## config.mk

```make
export PLATFORM = sky130hd
export DESIGN_NAME = countdown_ctrl
export DESIGN_NICKNAME = d
export VERILOG_FILES = /design/src/rtl/countdown_pkg.sv /design/src/rtl/tick_prescaler.sv /design/src/rtl/countdown_ctrl.sv
export SDC_FILE = /design/constraint.sdc
export NUM_CORES = 1
export LEC_CHECK = 0
export ABC_AREA = 1
export CAP_MARGIN = 20
export CORE_UTILIZATION = 45
export CTS_CLUSTER_SIZE = 10
export DETAILED_ROUTE_END_ITERATION = 8
export PLACE_DENSITY = 0.66
export SLEW_MARGIN = 20
export SYNTH_ARGS = -nofsm -noshare
export SYNTH_HDL_FRONTEND = slang
export SYNTH_SLANG_ARGS = --single-unit
```

## constraint.sdc

```tcl
create_clock -name clk -period 2.1 [get_ports clk]
set_input_delay 0.42 -clock clk [delete_from_list [all_inputs] [get_ports clk]]
set_output_delay 0.42 -clock clk [all_outputs]
set_load 0.02 [all_outputs]
```

## src/rtl/countdown_pkg.sv

```systemverilog
// rtl/countdown_pkg.sv - shared state encoding and defaults for the countdown sequencer
// Contents: state_e (IDLE/RUN/PAUSE/DONE), default MAX_SEC/STEP, num width.
package countdown_pkg;

  typedef enum logic [1:0] {
    S_IDLE  = 2'd0,
    S_RUN   = 2'd1,
    S_PAUSE = 2'd2,
    S_DONE  = 2'd3
  } state_e;

  localparam int unsigned NUM_W       = 8;
  localparam int unsigned DEF_MAX_SEC = 239;
  localparam int unsigned DEF_STEP    = 10;

endpackage

```

## src/rtl/tick_prescaler.sv

```systemverilog
// rtl/tick_prescaler.sv - divides clk down to a one-cycle tick every TICK_DIV cycles
// Ports: clk, rst (sync, active-high), enable (count), clear (restart at 0),
//        tick (high for the cycle in which the count sits at TICK_DIV-1).
module tick_prescaler #(
  parameter int unsigned TICK_DIV = 100_000_000
) (
  input  logic clk,
  input  logic rst,
  input  logic enable,
  input  logic clear,
  output logic tick
);

  localparam int unsigned CNT_W = (TICK_DIV > 2) ? $clog2(TICK_DIV) : 1;
  localparam logic [CNT_W-1:0] LAST = CNT_W'(TICK_DIV - 1);

  logic [CNT_W-1:0] count_q, count_d;

  // Clear wins over enable so a restart never emits a stale tick.
  always_comb begin
    count_d = count_q;
    tick    = 1'b0;
    if (clear) begin
      count_d = '0;
    end else if (enable) begin
      if (count_q == LAST) begin
        tick    = 1'b1;
        count_d = '0;
      end else begin
        count_d = count_q + CNT_W'(1);
      end
    end
  end

  always_ff @(posedge clk) begin
    if (rst) begin
      count_q <= '0;
    end else begin
      count_q <= count_d;
    end
  end

endmodule

```

## src/rtl/countdown_ctrl.sv

```systemverilog
// rtl/countdown_ctrl.sv - countdown sequencer: set, start/pause, tick down, alarm at zero
// Ports: clk, rst (sync, active-high); btn_start/btn_up/btn_down/btn_clear
//        single-cycle pulses; num (remaining seconds), running, paused, done,
//        alarm (blinks once per tick in DONE). All outputs are registered.
module countdown_ctrl
  import countdown_pkg::*;
#(
  parameter int unsigned TICK_DIV = 100_000_000,
  parameter int unsigned MAX_SEC  = DEF_MAX_SEC,
  parameter int unsigned STEP     = DEF_STEP
) (
  input  logic             clk,
  input  logic             rst,
  input  logic             btn_start,
  input  logic             btn_up,
  input  logic             btn_down,
  input  logic             btn_clear,
  output logic [NUM_W-1:0] num,
  output logic             running,
  output logic             paused,
  output logic             done,
  output logic             alarm
);

  localparam logic [NUM_W:0] MAX9  = (NUM_W+1)'(MAX_SEC);
  localparam logic [NUM_W:0] STEP9 = (NUM_W+1)'(STEP);

  state_e           state_q, state_d;
  logic [NUM_W-1:0] num_q, num_d;
  logic             alarm_q, alarm_d;
  logic             running_q, paused_q, done_q;

  logic             tick;
  logic             pre_en;
  logic             pre_clr;
  logic [NUM_W:0]   sum9;
  logic [NUM_W:0]   diff9;
  logic [NUM_W-1:0] num_up;
  logic [NUM_W-1:0] num_dn;

  tick_prescaler #(.TICK_DIV(TICK_DIV)) u_prescaler (
    .clk    (clk),
    .rst    (rst),
    .enable (pre_en),
    .clear  (pre_clr),
    .tick   (tick)
  );

  // One extra bit of headroom so saturation is decided before truncation.
  always_comb begin
    sum9   = {1'b0, num_q} + STEP9;
    diff9  = {1'b0, num_q} - STEP9;
    num_up = (sum9 > MAX9) ? MAX9[NUM_W-1:0] : sum9[NUM_W-1:0];
    num_dn = ({1'b0, num_q} < STEP9) ? '0 : diff9[NUM_W-1:0];
  end

  always_comb begin
    state_d = state_q;
    num_d   = num_q;
    alarm_d = alarm_q;
    pre_clr = 1'b0;
    pre_en  = (state_q == S_RUN) || (state_q == S_DONE);

    if (btn_clear) begin
      state_d = S_IDLE;
      num_d   = '0;
      alarm_d = 1'b0;
      pre_clr = 1'b1;
    end else begin
      unique case (state_q)
        S_IDLE: begin
          if (btn_start) begin
            if (num_q != '0) begin
              state_d = S_RUN;
              pre_clr = 1'b1;
            end
          end else if (btn_up) begin
            num_d = num_up;
          end else if (btn_down) begin
            num_d = num_dn;
          end
        end
        S_RUN: begin
          // A tick landing with a pause request is still applied; reaching
          // zero takes precedence over pausing.
          if (tick && (num_q != '0)) begin
            num_d = num_q - NUM_W'(1);
          end
          if (tick && (num_q == NUM_W'(1))) begin
            state_d = S_DONE;
            alarm_d = 1'b1;
          end else if (btn_start) begin
            state_d = S_PAUSE;
          end
        end
        S_PAUSE: begin
          if (btn_start) begin
            state_d = S_RUN;
          end
        end
        S_DONE: begin
          num_d = '0;
          if (btn_start) begin
            state_d = S_IDLE;
            alarm_d = 1'b0;
          end else if (tick) begin
            alarm_d = ~alarm_q;
          end
        end
        default: begin
          state_d = S_IDLE;
        end
      endcase
    end
  end

  always_ff @(posedge clk) begin
    if (rst) begin
      state_q   <= S_IDLE;
      num_q     <= '0;
      alarm_q   <= 1'b0;
      running_q <= 1'b0;
      paused_q  <= 1'b0;
      done_q    <= 1'b0;
    end else begin
      state_q   <= state_d;
      num_q     <= num_d;
      alarm_q   <= alarm_d;
      running_q <= (state_d == S_RUN);
      paused_q  <= (state_d == S_PAUSE);
      done_q    <= (state_d == S_DONE);
    end
  end

  assign num     = num_q;
  assign running = running_q;
  assign paused  = paused_q;
  assign done    = done_q;
  assign alarm   = alarm_q;

endmodule
```

==> report_table.html <==
<h3>Run summary</h3>
<table>
<tr><th>Metric</th><th>Value</th></tr>
<tr><th colspan="2">Job</th></tr>
<tr><td>Count of tool warnings</td><td>31</td></tr>
<tr><td>Max-cap violations</td><td>0</td></tr>
<tr><th colspan="2">Clocking</th></tr>
<tr><td>Number of buffers added by the clock tree synthesis step</td><td>5</td></tr>
<tr><td>Library cell used as clock root buffer</td><td>clkbuf_8</td></tr>
<tr><td>Number of H-tree levels</td><td>2</td></tr>
<tr><td>Clock slew at reported path FFs</td><td>0.07 ns</td></tr>
<tr><td>Sinks on the clock net</td><td>41</td></tr>
<tr><td>TritonCTS clock tree</td><td>yes</td></tr>
<tr><th colspan="2">Final timing</th></tr>
<tr><td>Maximum clock rate</td><td>525 MHz</td></tr>
<tr><td>Hold violation count in the final report</td><td>0</td></tr>
<tr><td>Number of slew-limit violations in the final report</td><td>0</td></tr>
<tr><td>RSZ-0062 raised after global routing</td><td>false</td></tr>
<tr><td>Actual transition at the worst max-transition pin</td><td>0.375 ns</td></tr>
<tr><td>Minimum period implied by the final worst setup slack</td><td>1.90 ns</td></tr>
<tr><td>Final setup violation count</td><td>0</td></tr>
<tr><td>Headroom to the max-slew limit</td><td>74.7%</td></tr>
<tr><th colspan="2">Cells and area</th></tr>
<tr><td>Area occupied by multi-input gates</td><td>1610 sq um</td></tr>
<tr><td>Final-stage net count</td><td>459</td></tr>
<tr><td>Count of fill cells added during filler insertion</td><td>589</td></tr>
<tr><td>Ratio of cells with drive above 1 in the final layout</td><td>15.3%</td></tr>
<tr><td>Reg area</td><td>826 sq um</td></tr>
<tr><th colspan="2">Critical path</th></tr>
<tr><td>Worst path bufs/invs</td><td>1</td></tr>
<tr><td>Cells along the critical path</td><td>ha_1 &gt; nand3_1 &gt; nor2_2 &gt; inv_2 &gt; nor2_4 &gt; nand4_1 &gt; nor3_4 &gt; nand2_1 &gt; o21ai_1 &gt; a21oi_1</td></tr>
<tr><td>Startpoint types</td><td>flop</td></tr>
<tr><td>Crit path kind</td><td>reg -&gt; reg</td></tr>
<tr><td>CP peak stage delay</td><td>0.35 ns</td></tr>
<tr><td>Largest fanout on the critical path</td><td>5</td></tr>
<tr><td>Critical path's top delay family</td><td>simple AND/OR/NAND/NOR gates</td></tr>
<tr><td>Crit path DAT</td><td>2.08 ns</td></tr>
<tr><th colspan="2">Synth</th></tr>
<tr><td>Dominant register cell in the synthesized netlist</td><td>dfxtp_1</td></tr>
<tr><td>Post-synthesis net count</td><td>424</td></tr>
<tr><td>Gate count after technology mapping</td><td>410</td></tr>
<tr><td>Avg Cell Area, Syn</td><td>6.49 sq um</td></tr>
<tr><td>Post-synthesis cell area</td><td>2660 sq um</td></tr>
<tr><td>Cells taking the most area after synthesis</td><td>dfxtp_1 31%, nand2_1 13%, nor2_1 10%</td></tr>
<tr><td>Cell taking the most area after synthesis</td><td>dfxtp_1</td></tr>
<tr><td>Synth warnings</td><td>0</td></tr>
<tr><td>EDFF count, synth</td><td>0</td></tr>
<tr><td>Yosys cell count</td><td>410</td></tr>
<tr><td>Cell with the most instances after synthesis</td><td>nand2_1</td></tr>
<tr><td>Share of Yosys cell area claimed by the top area cell type</td><td>30.9%</td></tr>
<tr><td>Ranking of synthesized cells by instance count</td><td>91 x nand2_1, 71 x nor2_1, 46 x inv_1</td></tr>
<tr><td>Async set-reset flop share out of synthesis</td><td>0%</td></tr>
<tr><td>Ys flops</td><td>41</td></tr>
<tr><th colspan="2">Hold path</th></tr>
<tr><td>Min-Delay Path Class</td><td>reg -&gt; reg</td></tr>
<tr><th colspan="2">Global routing</th></tr>
<tr><td>Total grt overflow</td><td>0</td></tr>
<tr><td>Largest net degree at the start of global routing</td><td>15</td></tr>
<tr><td>Number of global-route vias before repair</td><td>2325</td></tr>
<tr><th colspan="2">Power and ir drop</th></tr>
<tr><td>Relative contribution of combinational cells to total power</td><td>22.6%</td></tr>
<tr><td>Proportion of power drawn by flip-flops and latches</td><td>49.0%</td></tr>
<tr><td>Clock group share of total power</td><td>28.4%</td></tr>
<tr><td>Total power draw</td><td>1.65 mW</td></tr>
<tr><td>Switching share of power</td><td>30.2%</td></tr>
<tr><td>Leakage dissipation</td><td>1.27 nW</td></tr>
<tr><td>Net switching power</td><td>0.499 mW</td></tr>
<tr><td>Peak supply drop</td><td>347 uV</td></tr>
<tr><th colspan="2">Route</th></tr>
<tr><td>Number of nets with antenna violations after routing</td><td>0</td></tr>
<tr><td>DRC Markers</td><td>0</td></tr>
<tr><td>Routed length per instance</td><td>11.8 um</td></tr>
<tr><td>Number of vias per cell after detailed routing</td><td>5.07</td></tr>
<tr><th colspan="2">Floorplanning</th></tr>
<tr><td>Die outline area</td><td>6220 sq um</td></tr>
<tr><td>Core Util at FP</td><td>47.4%</td></tr>
<tr><th colspan="2">Place</th></tr>
<tr><td>Place WS</td><td>0.111 ns</td></tr>
<tr><td>Post-detailed-placement half-perimeter wirelength</td><td>4710 um</td></tr>
<tr><td>Number of buffers inserted by port buffering</td><td>17</td></tr>
<tr><th colspan="2">Status</th></tr>
<tr><td>Result of the run</td><td>finished clean</td></tr>
</table>
==> per-layer routing <==
metal  vias to the layer above  track usage, %  part of all wire (%)
met5                         -               0                     0
met4                         0            5.45                  0.57
met3                         4            3.56                   4.8
met2                        56            31.3                    41
met1                      1172            32.5                    54
li1                       1386               -                     -
==> registers in the layout, summed over array words and instances (netlist names) <==
register,count
u_prescaler.count_q,27
num,8
state_q,2
alarm,1
done,1
paused,1
running,1
==> logic make-up (layout without fill, tap and decap cells) <==
group                      after synthesis  count (layout)  share of synthesized area, %
AOI/OAI and AO/OA                       59              59                          12.9
xor gates and xnor gates                11              11                          3.62
adders and majority gates                8               8                          3.76
buffers and inverters                   59              93                          9.17
DFF                                     41              41                          30.9
and+or+nand+nor                        232             232                          39.7
==> metrics by stage <==
stage | hold WS (ns) | cell area [sq um] | std cells
after floorplan | 0.447 | 2660 | 410
after global placement | 0.478 | 2980 | 507
after detailed placement | 0.487 | 2980 | 507
after CTS | 0.505 | 3060 | 513
after global routing | 0.513 | 3100 | 516
final | 0.486 | 3100 | 516
==> layout by cell type (no fill, tap or decap), drive strengths merged <==
cell type | netlist | layout
o211ai | 1 | 1
dfxtp | 41 | 41
nor2 | 82 | 82
nand3b | 1 | 1
nand2 | 96 | 96
nand4 | 5 | 5
nor3b | 3 | 3
o22ai | 2 | 2
o31ai | 1 | 1
a31oi | 1 | 1
o21ai | 23 | 23
ha | 8 | 8
o221a | 2 | 2
clkbuf | 1 | 5
clkdlybuf4s50 | 0 | 17
nor3 | 16 | 16
o21a | 4 | 4
or2 | 2 | 2
buf | 5 | 17
nand3 | 26 | 26
clkinv | 1 | 2
xor2 | 10 | 10
and2 | 1 | 1
xnor2 | 1 | 1
a21oi | 24 | 24
o21bai | 1 | 1
inv | 52 | 52
==> power groups by stage <==
stage,combinational (mW),sequential [mW],clock [mW]
detailed placement,0.366,0.828,0
CTS,0.368,0.810,0.483
floorplan,0.242,0.839,0
global placement,0.366,0.828,0
finish,0.374,0.811,0.469
global route,0.421,0.813,0.520
==> path summary, 6_finish.rpt <==
| check | start | to | slack, ns |
|---|---|---|---|
| max | u_prescaler.count_q[0] | u_prescaler.count_q[26] | 0.20 |
| min reg2reg | u_prescaler.count_q[0] | u_prescaler.count_q[0] | 0.49 |
| min | u_prescaler.count_q[0] | u_prescaler.count_q[0] | 0.49 |
| max reg2reg | u_prescaler.count_q[0] | u_prescaler.count_q[26] | 0.20 |
==> timing repair <==
| action | 4_1_cts | 5_1_grt |
|---|---|---|
| gates resized | 0 | 8 |
| endpoints found under the hold margin | 0 | 0 |
| setup buffers | 0 | 3 |
| endpoints found under the setup margin | 0 | 11 |
| hold buffers | 0 | 0 |
==> cell type report <==
class / instances / share of cell area, %
Timing Repair Buffer: 34 / 9.61
Multi-Input combinational cell: 310 / 52.0
Sequential cell: 41 / 26.6
Clock buffer: 5 / 2.22
Inverter: 53 / 6.46
Clock inverter: 1 / 0.161
Tap cell: 72 / 2.91
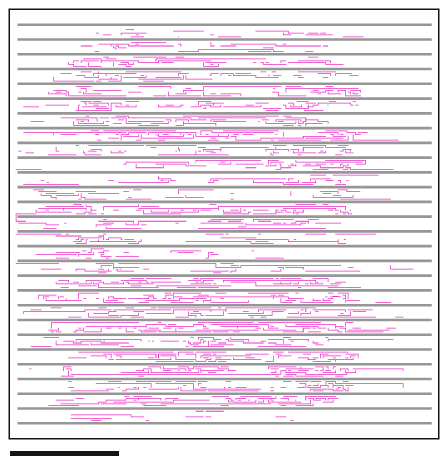
met1.png
Scale bar: 20 um. Supply wires on this layer in gray.
The layer holds 54% of the routed length. The longest straight run is 38.6 um. 430 nets have wire on it. The wires run mostly horizontal. The layer carries 3290 um of wire.

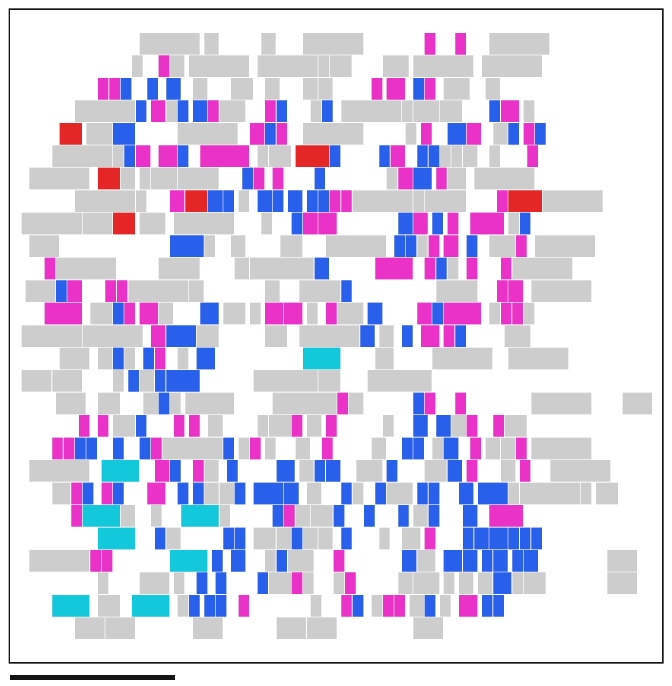
gate_families.png
Scale bar: 20 um.
Key: red = AND-OR and OR-AND gates [cells 6, most used o21a_1]; cyan = adder and majority cells [cells 8, most used ha_1, where lower left]; blue = NAND gates [cells 128, most used nand2_1]; magenta = NOR gates [cells 101, most used nor2_1, where spread over the die]

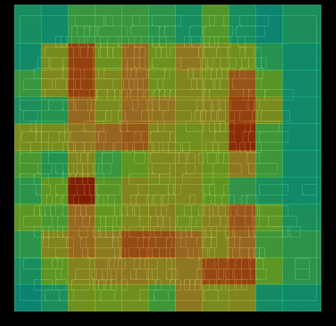
final_congestion.png
Layout Utilization: 55.3%
global routing met2 resource utilization: 31.3%
Global Route met3 Usage: 3.56%

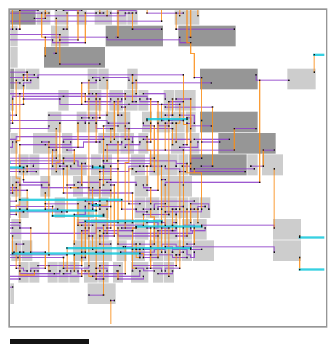
zoom.png
Scale bar: 10 um. Window x 39 to 79, y 0 to 40 um. Cells in gray, sequential cells in the stronger gray; small squares are vias.
Key: purple = met1; cyan = met3; orange = met2
106 logic cells have their middle in the window. Most frequent: nand2_1 (25), nor2_1 (16), nand3_1 (13). Netlist names of flops here include num (4), u_prescaler.count_q (3). Sequential cells in the window: 7.

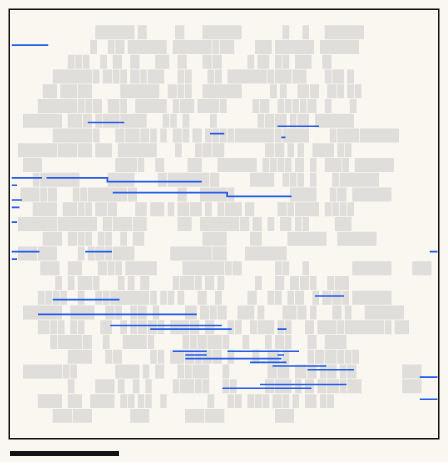
met3.png
Scale bar: 20 um. Cells faint in the background.
The layer carries 291 um of wire. 31 nets have wire on it. The layer holds 4.8% of the routed length. The longest straight run is 29.0 um.

Power is estimated from default activity; no workload was simulated.
